**src/rtl/shift_reg_pkg.sv**
```systemverilog
// shift_reg_pkg
//   Types shared by the shift_reg controller and the shift_reg ctrl_code decode.
//   sr_cmd_t    : 2-bit command driven on ctrl_code (UPLOAD is the idle code).
//   src_state_t : controller FSM states, also exported on the debug port.
package shift_reg_pkg;

  typedef enum logic [1:0] {
    REG_UPLOAD = 2'd0,
    REG_LOAD   = 2'd1,
    REG_WRITE  = 2'd2,
    REG_READ   = 2'd3
  } sr_cmd_t;

  typedef enum logic [2:0] {
    IDLE  = 3'd0,
    FILL  = 3'd1,
    FLUSH = 3'd2,
    LOAD  = 3'd3,
    DRAIN = 3'd4
  } src_state_t;

  // Depth of the drain-side FIFO; the READ credit limit equals this depth.
  localparam int SR_FIFO_DEPTH = 2;

endpackage

```
**src/rtl/sr_out_fifo.sv**
```systemverilog
// sr_out_fifo
//   2-entry FIFO holding words read back from the shift_reg until the drain
//   stream consumer takes them.
// Ports
//   clk, reset_n   clock, asynchronous active-low reset
//   push           write push_data this cycle (caller guarantees space)
//   push_data      word to store
//   pop            head consumed this cycle (only while out_valid)
//   out_valid      FIFO not empty
//   out_data       head word; 0 after reset
//   count          number of stored words (0..2)
module sr_out_fifo #(
  parameter int DATA_WIDTH = 8
) (
  input  logic                  clk,
  input  logic                  reset_n,
  input  logic                  push,
  input  logic [DATA_WIDTH-1:0] push_data,
  input  logic                  pop,
  output logic                  out_valid,
  output logic [DATA_WIDTH-1:0] out_data,
  output logic [1:0]            count
);

  logic [DATA_WIDTH-1:0] mem [2];
  logic                  wr_ptr;
  logic                  rd_ptr;

  always_ff @(posedge clk or negedge reset_n) begin
    if (!reset_n) begin
      for (int i = 0; i < 2; i++) mem[i] <= '0;
      wr_ptr <= 1'b0;
      rd_ptr <= 1'b0;
      count  <= 2'd0;
    end else begin
      if (push) begin
        mem[wr_ptr] <= push_data;
        wr_ptr      <= ~wr_ptr;
      end
      if (pop) rd_ptr <= ~rd_ptr;
      case ({push, pop})
        2'b10:   count <= count + 2'd1;
        2'b01:   count <= count - 2'd1;
        default: count <= count;
      endcase
    end
  end

  assign out_valid = (count != 2'd0);
  assign out_data  = mem[rd_ptr];

endmodule

```
**src/rtl/shift_reg_ctrl.sv**
```systemverilog
// shift_reg_ctrl
//   Initiator for a shift_reg on the ctrl_code interface.
//   Fill: LENGTH accepted words become LENGTH WRITE commands, then one UPLOAD;
//   frame_done pulses when the shift_reg data_out holds the frame.
//   Drain: start_read issues LOAD then LENGTH READs; the words come back out
//   as a valid/ready stream through a 2-entry FIFO.
// Handshakes: a word moves on a stream in every cycle where valid and ready
//   are both high at the rising clock edge; a valid word and its data hold
//   until taken.
// Ports
//   clk, reset_n              clock, asynchronous active-low reset
//   wr_data/wr_valid/wr_ready fill stream (wr_ready is 0 outside IDLE/FILL)
//   start_read                pulse in IDLE: LOAD then drain
//   reread                    only with SHIFT_REG_CTRL_REREAD_EN: drain again, no LOAD
//   rd_data/rd_valid/rd_ready drain stream
//   ctrl_code, sr_data_write  registered command/word to the shift_reg
//   sr_data_read              shift_reg head word, sampled while READ is on ctrl_code
//   frame_done                1-cycle pulse: data_out holds the completed frame
//   busy                      FSM not in IDLE
//   dbg_state                 current FSM state
// Configuration macro: SHIFT_REG_CTRL_REREAD_EN (adds the reread input).
module shift_reg_ctrl
  import shift_reg_pkg::*;
#(
  parameter int DATA_WIDTH = 8,
  parameter int LENGTH     = 4
) (
  input  logic                  clk,
  input  logic                  reset_n,
  input  logic [DATA_WIDTH-1:0] wr_data,
  input  logic                  wr_valid,
  output logic                  wr_ready,
  input  logic                  start_read,
`ifdef SHIFT_REG_CTRL_REREAD_EN
  input  logic                  reread,
`endif
  output logic [DATA_WIDTH-1:0] rd_data,
  output logic                  rd_valid,
  input  logic                  rd_ready,
  output sr_cmd_t               ctrl_code,
  output logic [DATA_WIDTH-1:0] sr_data_write,
  input  logic [DATA_WIDTH-1:0] sr_data_read,
  output logic                  frame_done,
  output logic                  busy,
  output src_state_t            dbg_state
);

  localparam int            CW      = $clog2(LENGTH + 1);
  localparam logic [CW-1:0] ONE     = CW'(1);
  localparam logic [CW-1:0] LAST_WR = CW'(LENGTH - 1);
  localparam logic [CW-1:0] LEN_C   = CW'(LENGTH);

  src_state_t    state;
  logic          armed;      // keeps wr_ready low through reset and the cycle after
  logic [CW-1:0] wr_cnt;     // FILL: words accepted; FLUSH: 0/1 phase
  logic [CW-1:0] rd_cnt;     // READs issued in the current drain
  logic [1:0]    fifo_count;
  logic          fifo_pop;
  logic          capture;
  logic          credit_ok;
  logic          fifo_empties;
  logic          accept;
  logic          idle_claimed;
  logic [2:0]    occupancy;

`ifdef SHIFT_REG_CTRL_REREAD_EN
  assign idle_claimed = start_read | reread;
`else
  assign idle_claimed = start_read;
`endif

  assign wr_ready = armed & ((state == FILL) | ((state == IDLE) & ~idle_claimed));
  assign accept   = wr_valid & wr_ready;
  assign busy     = (state != IDLE);
  assign dbg_state = state;

  // The READ on ctrl_code this cycle has its word on sr_data_read now.
  assign capture  = (ctrl_code == REG_READ);
  assign fifo_pop = rd_valid & rd_ready;

  // A new READ lands in the FIFO two cycles from now. Count stored words plus
  // the READ currently on the wire, less the head leaving this cycle; staying
  // below the depth guarantees space and keeps at most 2 words ahead.
  assign occupancy = 3'(fifo_count) + 3'(capture);
  assign credit_ok = occupancy < (3'(SR_FIFO_DEPTH) + 3'(fifo_pop));

  assign fifo_empties = (fifo_count == 2'd0) | ((fifo_count == 2'd1) & fifo_pop);

  sr_out_fifo #(.DATA_WIDTH(DATA_WIDTH)) u_fifo (
    .clk       (clk),
    .reset_n   (reset_n),
    .push      (capture),
    .push_data (sr_data_read),
    .pop       (fifo_pop),
    .out_valid (rd_valid),
    .out_data  (rd_data),
    .count     (fifo_count)
  );

  always_ff @(posedge clk or negedge reset_n) begin
    if (!reset_n) begin
      state         <= IDLE;
      armed         <= 1'b0;
      ctrl_code     <= REG_UPLOAD;
      sr_data_write <= '0;
      wr_cnt        <= '0;
      rd_cnt        <= '0;
      frame_done    <= 1'b0;
    end else begin
      armed      <= 1'b1;
      ctrl_code  <= REG_UPLOAD;
      frame_done <= 1'b0;
      case (state)
        IDLE: begin
          if (start_read) begin
            state <= LOAD;
          end
`ifdef SHIFT_REG_CTRL_REREAD_EN
          else if (reread) begin
            state  <= DRAIN;
            rd_cnt <= '0;
          end
`endif
          else if (accept) begin
            ctrl_code     <= REG_WRITE;
            sr_data_write <= wr_data;
            wr_cnt        <= ONE;
            state         <= FILL;
          end
        end
        FILL: begin
          if (accept) begin
            ctrl_code     <= REG_WRITE;
            sr_data_write <= wr_data;
            if (wr_cnt == LAST_WR) begin
              wr_cnt <= '0;
              state  <= FLUSH;
            end else begin
              wr_cnt <= wr_cnt + ONE;
            end
          end
        end
        FLUSH: begin
          // Phase 0: last WRITE on the wire, UPLOAD goes out next.
          // Phase 1: UPLOAD on the wire, data_out valid next cycle.
          if (wr_cnt == '0) begin
            wr_cnt <= ONE;
          end else begin
            wr_cnt     <= '0;
            frame_done <= 1'b1;
            state      <= IDLE;
          end
        end
        LOAD: begin
          ctrl_code <= REG_LOAD;
          rd_cnt    <= '0;
          state     <= DRAIN;
        end
        DRAIN: begin
          if ((rd_cnt != LEN_C) && credit_ok) begin
            ctrl_code <= REG_READ;
            rd_cnt    <= rd_cnt + ONE;
          end else if ((rd_cnt == LEN_C) && !capture && fifo_empties) begin
            rd_cnt <= '0;
            state  <= IDLE;
          end
        end
        default: state <= IDLE;
      endcase
    end
  end

endmodule

```
**config.mk**
```make
export PLATFORM = sky130hd
export DESIGN_NAME = shift_reg_ctrl
export DESIGN_NICKNAME = d
export VERILOG_FILES = /design/src/rtl/shift_reg_pkg.sv /design/src/rtl/sr_out_fifo.sv /design/src/rtl/shift_reg_ctrl.sv
export SDC_FILE = /design/constraint.sdc
export NUM_CORES = 1
export LEC_CHECK = 0
export CAP_MARGIN = 20
export CORE_MARGIN = 10
export CORE_UTILIZATION = 45
export CTS_BUF_LIST = sky130_fd_sc_hd__clkbuf_8
export CTS_CLUSTER_DIAMETER = 80
export DETAILED_ROUTE_END_ITERATION = 8
export PLACE_DENSITY = 0.73
export REMOVE_ABC_BUFFERS = 1
export SLEW_MARGIN = 20
export SYNTH_ARGS = -nofsm -noshare
export SYNTH_HDL_FRONTEND = slang
export SYNTH_SLANG_ARGS = --single-unit
```
**constraint.sdc**
```tcl
create_clock -name clk -period 2.41 [get_ports clk]
set_input_delay 0.6025 -clock clk [delete_from_list [all_inputs] [get_ports clk]]
set_output_delay 0.6025 -clock clk [all_outputs]
set_load 0.05 [all_outputs]
```
Figure 1. A small window of the routed layout (run 1).
Bar = 10 um. Region (31, 14) to (56, 39) um. Cells in grey, sequential cells in the stronger grey; small squares are vias.
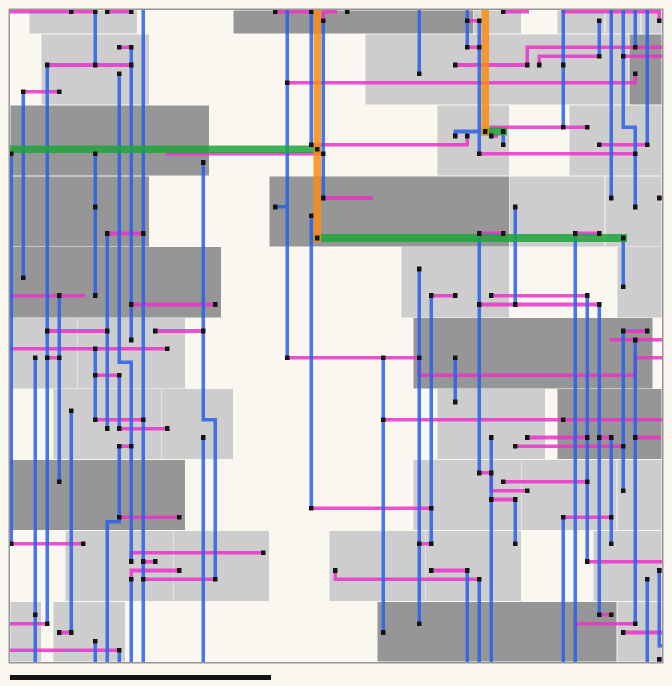
[blue] met2
[magenta] met1
[green] met3
[orange] met4
netlist names of flops here include: u_fifo.mem (4), sr_data_write (3)
sequential cells in the window: 7
cells with their middle in the window: 28
most frequent: mux2_2 (9), dfrtp_1 (7), clkdlybuf4s50_1 (5)

Figure 2. Clock wires, drivers and flops (run 1).
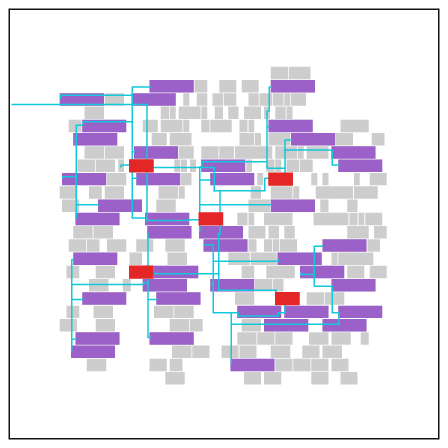
[red] cells driving clock nets | count: 5
[purple] flip-flops | count: 41
[cyan] clock wires | length: 509 um
routed clock nets: 6
Worst Skew: 9.402 ps
clock latency at the later pin of the worst-skew pair: 290 ps

Figure 3. Gate families picked out (run 1).
Bar = 20 um.
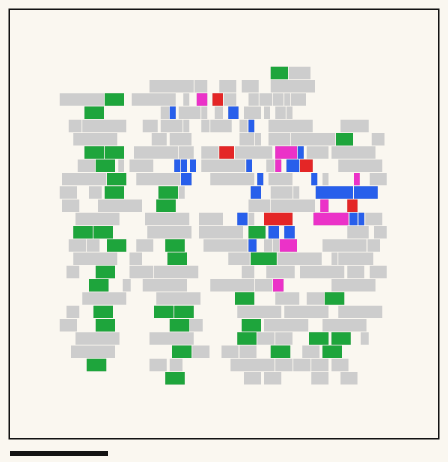
[magenta] NOR gates | cells: 8
[blue] NAND gates | cells: 21 | most used: nand2_1
[green] multiplexers | cells: 36 | most used: mux2_2
[red] AND and OR gates | cells: 5 | most used: and3_1
highest-count logic cell in the final layout: sky130_fd_sc_hd__dfrtp_1
fraction of area in multi-input gates: 36.55%

==> results.rst, run 1 <==
Flow metrics
------------

.. list-table::
   :header-rows: 1

   * - Metric
     - Value
   * - TNS Setup
     - 0 ps
   * - Final count of hold timing violations
     - 0
   * - Area of the die
     - 7690 um^2
   * - Share of cells above drive strength 1
     - 32.37%
   * - Share of the core filled with cells in the final layout
     - 59.19%
   * - CTS tree
     - built
   * - Cell count after placement
     - 251
   * - Yosys Chip Area
     - 2062 um^2
   * - Timing-limited maximum frequency
     - 458.3 MHz
   * - PostCTS Resize Cnt
     - 0
   * - Remaining antenna violation count
     - 0
   * - Wire length of the first global-routing pass
     - 7127 um
   * - Run status
     - complete, no violations
   * - CP bufs+invs
     - 2
   * - Startpoint of the worst setup timing path
     - start_read
   * - RSZ-0062 raised after global routing
     - no
   * - CTS HTree Levels
     - 2
   * - Post-layout minimum cycle time
     - 2182 ps
   * - Detail-routed via count per cell
     - 5.208
   * - Logic cell area
     - 948.4 um^2
   * - Post-synthesis share of cell area spent on full adders, half adders and majority gates
     - 4.854%
   * - Layout Cells excl Fill
     - 259
   * - Classification of the worst setup path
     - in2out
   * - Chip width
     - 87.69 um
   * - Buffers inserted during post-CTS setup optimization
     - 0
   * - Aggregate global routing overflow
     - 0
   * - Top layer used by detailed routing
     - met4
   * - Max Buffers Root-to-Sink
     - 2
   * - Startpoint class of the critical path
     - primary input
   * - Number of I/O pins
     - 46
   * - Area growth from synthesis to final layout
     - 25.85%
   * - Number of antenna violations at the first check in global routing
     - 0
   * - Data required, critical path
     - 1810 ps
   * - Top cells by area, synth
     - sky130_fd_sc_hd__dfrtp_1, sky130_fd_sc_hd__mux2_2, sky130_fd_sc_hd__ha_1
   * - Sequential share of the synthesized area
     - 49.76%
   * - Number of diodes
     - 0
   * - Fraction of the mapped netlist area in compound gates
     - 7.949%
   * - Endpoint of the worst-slack reg-to-reg timing path
     - wr_cnt[0]
   * - Residual DRC
     - 0
   * - GR Util met2
     - 21.10%
   * - Longest individual stage delay on the worst path
     - 530 ps
   * - Via count of the first global-routing pass
     - 1,508
   * - GR Util met3
     - 5.292%
   * - Post-route cell area
     - 2595 um^2
   * - Most used routing layer
     - met2
   * - Drt pass-1 iters
     - 2
   * - Path length in cells of the critical path
     - 4
   * - Core area
     - 4384 um^2
   * - Number of violations reported at the end of detailed-routing iteration 0
     - 39
   * - Global-route usage over all layers
     - 11.65%
   * - Total CTS buffers
     - 5
   * - DR vias
     - 1,349
   * - Max-capacitance violation count
     - 0
   * - Worst r2r path cells
     - 4
   * - Root cell of the clock tree
     - sky130_fd_sc_hd__clkbuf_8
   * - Cell Area, Synth
     - 2062 um^2
   * - Routed met1 length
     - 1629 um
   * - Total length of routed wires
     - 4231 um
   * - Post-Synth Simple-Gate Area
     - 11.65%
   * - Floorplan-stage core utilization
     - 47.03%
   * - # nets final
     - 235
[run 1: placed cells by master, fill, tap and decap left out, drive strengths merged, types with 4 or more instances in the layout]
cell type | synthesis | final
inv | 12 | 13
dfrtp | 41 | 41
nand2 | 10 | 10
nand2b | 6 | 6
a21oi | 4 | 4
buf | 4 | 14
clkdlybuf4s50 | 0 | 30
mux2 | 33 | 33
ha | 8 | 8
clkbuf | 1 | 5
[run 1: synth_stat cells (all sizes together)]
cell type	n
nand4	2
nor3	2
nand2	10
a21boi	2
nand2b	6
a31oi	2
mux2i	3
o22ai	2
o21ai	2
and2	1
o41ai	1
nor2	3
or2b	1
inv	12
xnor2	3
conb	1
dfrtp	41
and4bb	1
nand3b	1
a21oi	4
nand3	2
a21bo	1
mux2	33
o211ai	2
o31ai	1
clkbuf	1
ha	8
o31a	1
xor2	1
and3	2
buf	4
nor3b	1
nor2b	2
[run 1: registers in the layout, indices dropped and copies added, names as in the netlist]
signal,flops
armed,1
sr_data_write,8
u_fifo.mem,16
u_fifo.rd_ptr,1
u_fifo.wr_ptr,1
ctrl_code,2
wr_cnt,3
rd_cnt,3
u_fifo.count,2
frame_done,1
dbg_state,3
[run 1: final cells by class]
type | count | share of cell area [%]
Clock buffer | 5 | 2.652
Tap cell | 52 | 2.507
Multi-Input combinational cell | 101 | 36.55
Inverter | 12 | 1.736
Clock inverter | 3 | 0.5304
Sequential cell | 41 | 39.54
Timing Repair Buffer | 45 | 16.49
--- run 2 (diff from run 1) ---
--- a/config.mk
+++ b/config.mk
@@ -6,7 +6,6 @@
 export NUM_CORES = 1
 export LEC_CHECK = 0
 export CAP_MARGIN = 20
-export CORE_MARGIN = 10
 export CORE_UTILIZATION = 45
 export CTS_BUF_LIST = sky130_fd_sc_hd__clkbuf_8
 export CTS_CLUSTER_DIAMETER = 80
Figure 4. Clock wires, drivers and flops (run 2).
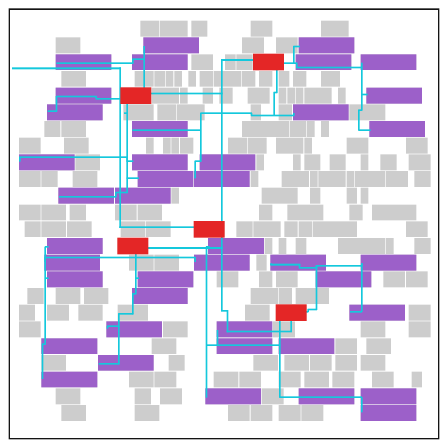
Worst Skew: 4.875 ps

==> run 2 against run 1 <==
Wire length down 10%. Global-route usage increased by 6.4 points. Area after synthesis unchanged. First-iteration DRC count increased by 15%. Flip-flop count is the same. Via count up 0.30%. Die area down 37%. Critical endpoint is now dbg_state[0].
==> results.rst, run 2 <==
Flow metrics
------------

.. list-table::
   :header-rows: 1

   * - Metric
     - Value
   * - Leading cell type by number of instances after synthesis
     - sky130_fd_sc_hd__dfrtp_1
   * - Share of the core filled with cells in the final layout
     - 59.79% (+0.60 points)
   * - Cell count after synthesis
     - 159
   * - Worst-Margin Slew
     - 884.5 ps
   * - Core area
     - 4384 um^2 (unchanged)
   * - Crit path max fanout
     - 11
   * - CTS HTree Levels
     - 2 (unchanged)
   * - Synth Flop Type
     - sky130_fd_sc_hd__dfrtp_1
   * - Most used cells in the layout excluding fill and tap cells
     - sky130_fd_sc_hd__dfrtp_1, sky130_fd_sc_hd__mux2_2, sky130_fd_sc_hd__clkdlybuf4s50_1
   * - Slowest stage cell, crit path
     - sky130_fd_sc_hd__clkdlybuf4s50_1
   * - Area growth from synthesis to final layout
     - 27.12%
   * - Buffers inserted during post-CTS setup optimization
     - 0 (unchanged)
   * - Classification of the worst setup path
     - reg2out
   * - Maximum number of pins on one net before global-route repair
     - 42
   * - CTS tree
     - built
   * - Syn avg cell area
     - 12.97 um^2
   * - Residual DRC
     - 0 (unchanged)
   * - Startpoint of the worst setup timing path
     - dbg_state[0]
   * - # nets final
     - 236 (+0.43%)
   * - DR vias
     - 1,353 (+0.30%)
   * - Normalized max-slew margin
     - 41.04%
   * - Crit end category
     - output pin
   * - Max Buffers Root-to-Sink
     - 2 (unchanged)
   * - Post-layout minimum cycle time
     - 2316 ps (+133.8 ps)
   * - Clock latency at the later pin of the worst-skew pair
     - 290 ps (about the same)
   * - CP bufs+invs
     - 1 (-1)
   * - Reg-to-reg startpoint
     - dbg_state[2]
   * - Final tally of setup violations
     - 0
   * - Sequential share of the synthesized area
     - 49.76% (unchanged)
   * - RSZ-0062 raised after global routing
     - no
   * - Number of I/O pins
     - 46 (unchanged)
   * - Data required, critical path
     - 1810 ps (about the same)
   * - Longest individual stage delay on the worst path
     - 870 ps (+340 ps)
   * - Register with the most flip-flops
     - u_fifo.mem
   * - Count of input and output buffers
     - 45
   * - Clock transition at the register clock pins on the worst setup and hold paths after CTS
     - 80 ps
   * - Post-synth EDFFs
     - 0 (unchanged)
   * - Area of the die
     - 4857 um^2 (-37%)
   * - Path category of the worst min-delay check
     - in2async
   * - Fillers
     - 356
   * - Global-route usage over all layers
     - 18.00% (+6.4 points)
   * - Root cell of the clock tree
     - sky130_fd_sc_hd__clkbuf_8
   * - FF+latch count, synth
     - 41
   * - Timing-limited maximum frequency
     - 431.8 MHz (-5.8%)
   * - Top cells by area, synth
     - sky130_fd_sc_hd__dfrtp_1, sky130_fd_sc_hd__mux2_2, sky130_fd_sc_hd__ha_1
   * - Vertical extent of the die
     - 69.69 um
   * - Startpoint class of the critical path
     - flip-flop
   * - CP delay by family, top
     - buffers and inverters
   * - Drt pass-1 iters
     - 4 (+2)
   * - Cell count in the Yosys report
     - 159
   * - Worst r2r path cells
     - 4 (unchanged)
   * - Number of antenna violations at the first check in global routing
     - 0 (unchanged)
   * - TNS Setup
     - 0 ps (unchanged)
   * - Routability Congestion
     - 0.7969
   * - Biggest area consumer among synthesized cells
     - sky130_fd_sc_hd__dfrtp_1
   * - Max-capacitance violation count
     - 0 (unchanged)
   * - WL per Instance
     - 14.60 um
   * - Detail-routed via count per cell
     - 5.204 (about the same)
   * - Estimated wirelength of the detail-placed design
     - 2805 um
   * - Number of core rows
     - 24
   * - Hold Buf Count CTS
     - 0
   * - Chip width
     - 69.69 um (-21%)
   * - Number of violations reported at the end of detailed-routing iteration 0
     - 45 (+15%)
   * - Total of warnings raised by yosys
     - 0
   * - Floorplan-stage core utilization
     - 47.03% (unchanged)
   * - Highest-count logic cell in the final layout
     - sky130_fd_sc_hd__dfrtp_1
   * - Share of cells above drive strength 1
     - 32.69% (+0.33 points)
   * - Run status
     - complete, no violations
   * - Endpoint arrival time on the critical path
     - 1710 ps
   * - Number of diodes
     - 0 (unchanged)
   * - Total length of routed wires
     - 3795 um (-10%)
   * - List of most frequent post-synthesis cells
     - sky130_fd_sc_hd__dfrtp_1, sky130_fd_sc_hd__mux2_2, sky130_fd_sc_hd__inv_1
   * - Flop2flop setup slack
     - 710 ps
   * - Largest register FFs
     - 16 (unchanged)
   * - Remaining antenna violation count
     - 0 (unchanged)
   * - PostCTS Resize Cnt
     - 0 (unchanged)
   * - Endpoint of the worst-slack reg-to-reg timing path
     - wr_cnt[0]
   * - Top flop regs
     - u_fifo.mem: 16 flops, sr_data_write: 8 flops
   * - Cell Area, Synth
     - 2062 um^2 (unchanged)
   * - Number of clock sinks seen by CTS
     - 41
   * - Unique masters post-synth
     - 42
   * - Area fraction of the dominant cell type after synthesis
     - 49.76%
   * - Total CTS buffers
     - 5 (unchanged)
   * - Cycle use final
     - 96.09%
   * - Via count of the first global-routing pass
     - 1,505 (-0.20%)
   * - Cell-by-cell listing of the critical path
     - clkdlybuf4s50_1
   * - Aggregate global routing overflow
     - 0 (unchanged)
   * - Final count of hold timing violations
     - 0 (unchanged)
   * - Async set or reset register ratio after synthesis
     - 100.0% (unchanged)
   * - Number of pins with negative max-slew slack in the final report
     - 0
   * - Wire length of the first global-routing pass
     - 6824 um (-4.3%)
   * - Number of warnings in the stage logs
     - 28
   * - Yosys Chip Area
     - 2062 um^2 (unchanged)
## run 2: metrics by stage
step | instances | hold slack, ps | cell area [um^2] | setup WS (ps)
3_5_place_dp | 252 | 476.7 | 2520 | 237.1
3_3_place_gp | 252 | 475.0 | 2520 | 248.3
6_report | 260 | 424.5 | 2621 | 94.30
5_1_grt | 260 | 492.4 | 2621 | 26.26
2_1_floorplan | 154 | 306.9 | 2019 | 315.3
4_1_cts | 260 | 458.5 | 2621 | 82.08
## run 2: layout make-up
class / instances / area [um^2] / area share, %
sequential: 41 / 1026 / 39.14
multi-input combinational: 101 / 948.4 / 36.18
tap: 52 / 65.06 / 2.482
inverter: 12 / 45.04 / 1.718
clock buffer: 7 / 96.34 / 3.675
timing repair buffer: 46 / 435.4 / 16.61
clock inverter: 1 / 5.005 / 0.1909
## run 2: cell families (layout without fill, tap and decap cells)
kind of cell	count (synthesis)	count (layout)	share of synthesized area, %
compound gates	18	18	7.949
xor+xnor	4	4	1.699
fa+ha+maj	8	8	4.855
buf+inv	17	66	4.247
flops	41	41	49.76
mux	36	36	19.66
other cells	1	1	0.1819
simple gates	34	34	11.65
## run 2: worst max path at each step
stage | to | slack (ps) | cells past startpoint
detailed placement | wr_ready | 240 | 4
finish | dbg_state[0] | 90 | 1
CTS | dbg_state[0] | 80 | 1
floorplan | wr_ready | 320 | 2
global route | dbg_state[0] | 30 | 1
global placement | wr_ready | 250 | 4
## run 2: routing by layer
layer  GRT usage [%]  share of wire [%]
met5               0                  0
met4           7.111                1.8
met3           5.233                4.8
met2           32.79                 51
met1           19.51                 42
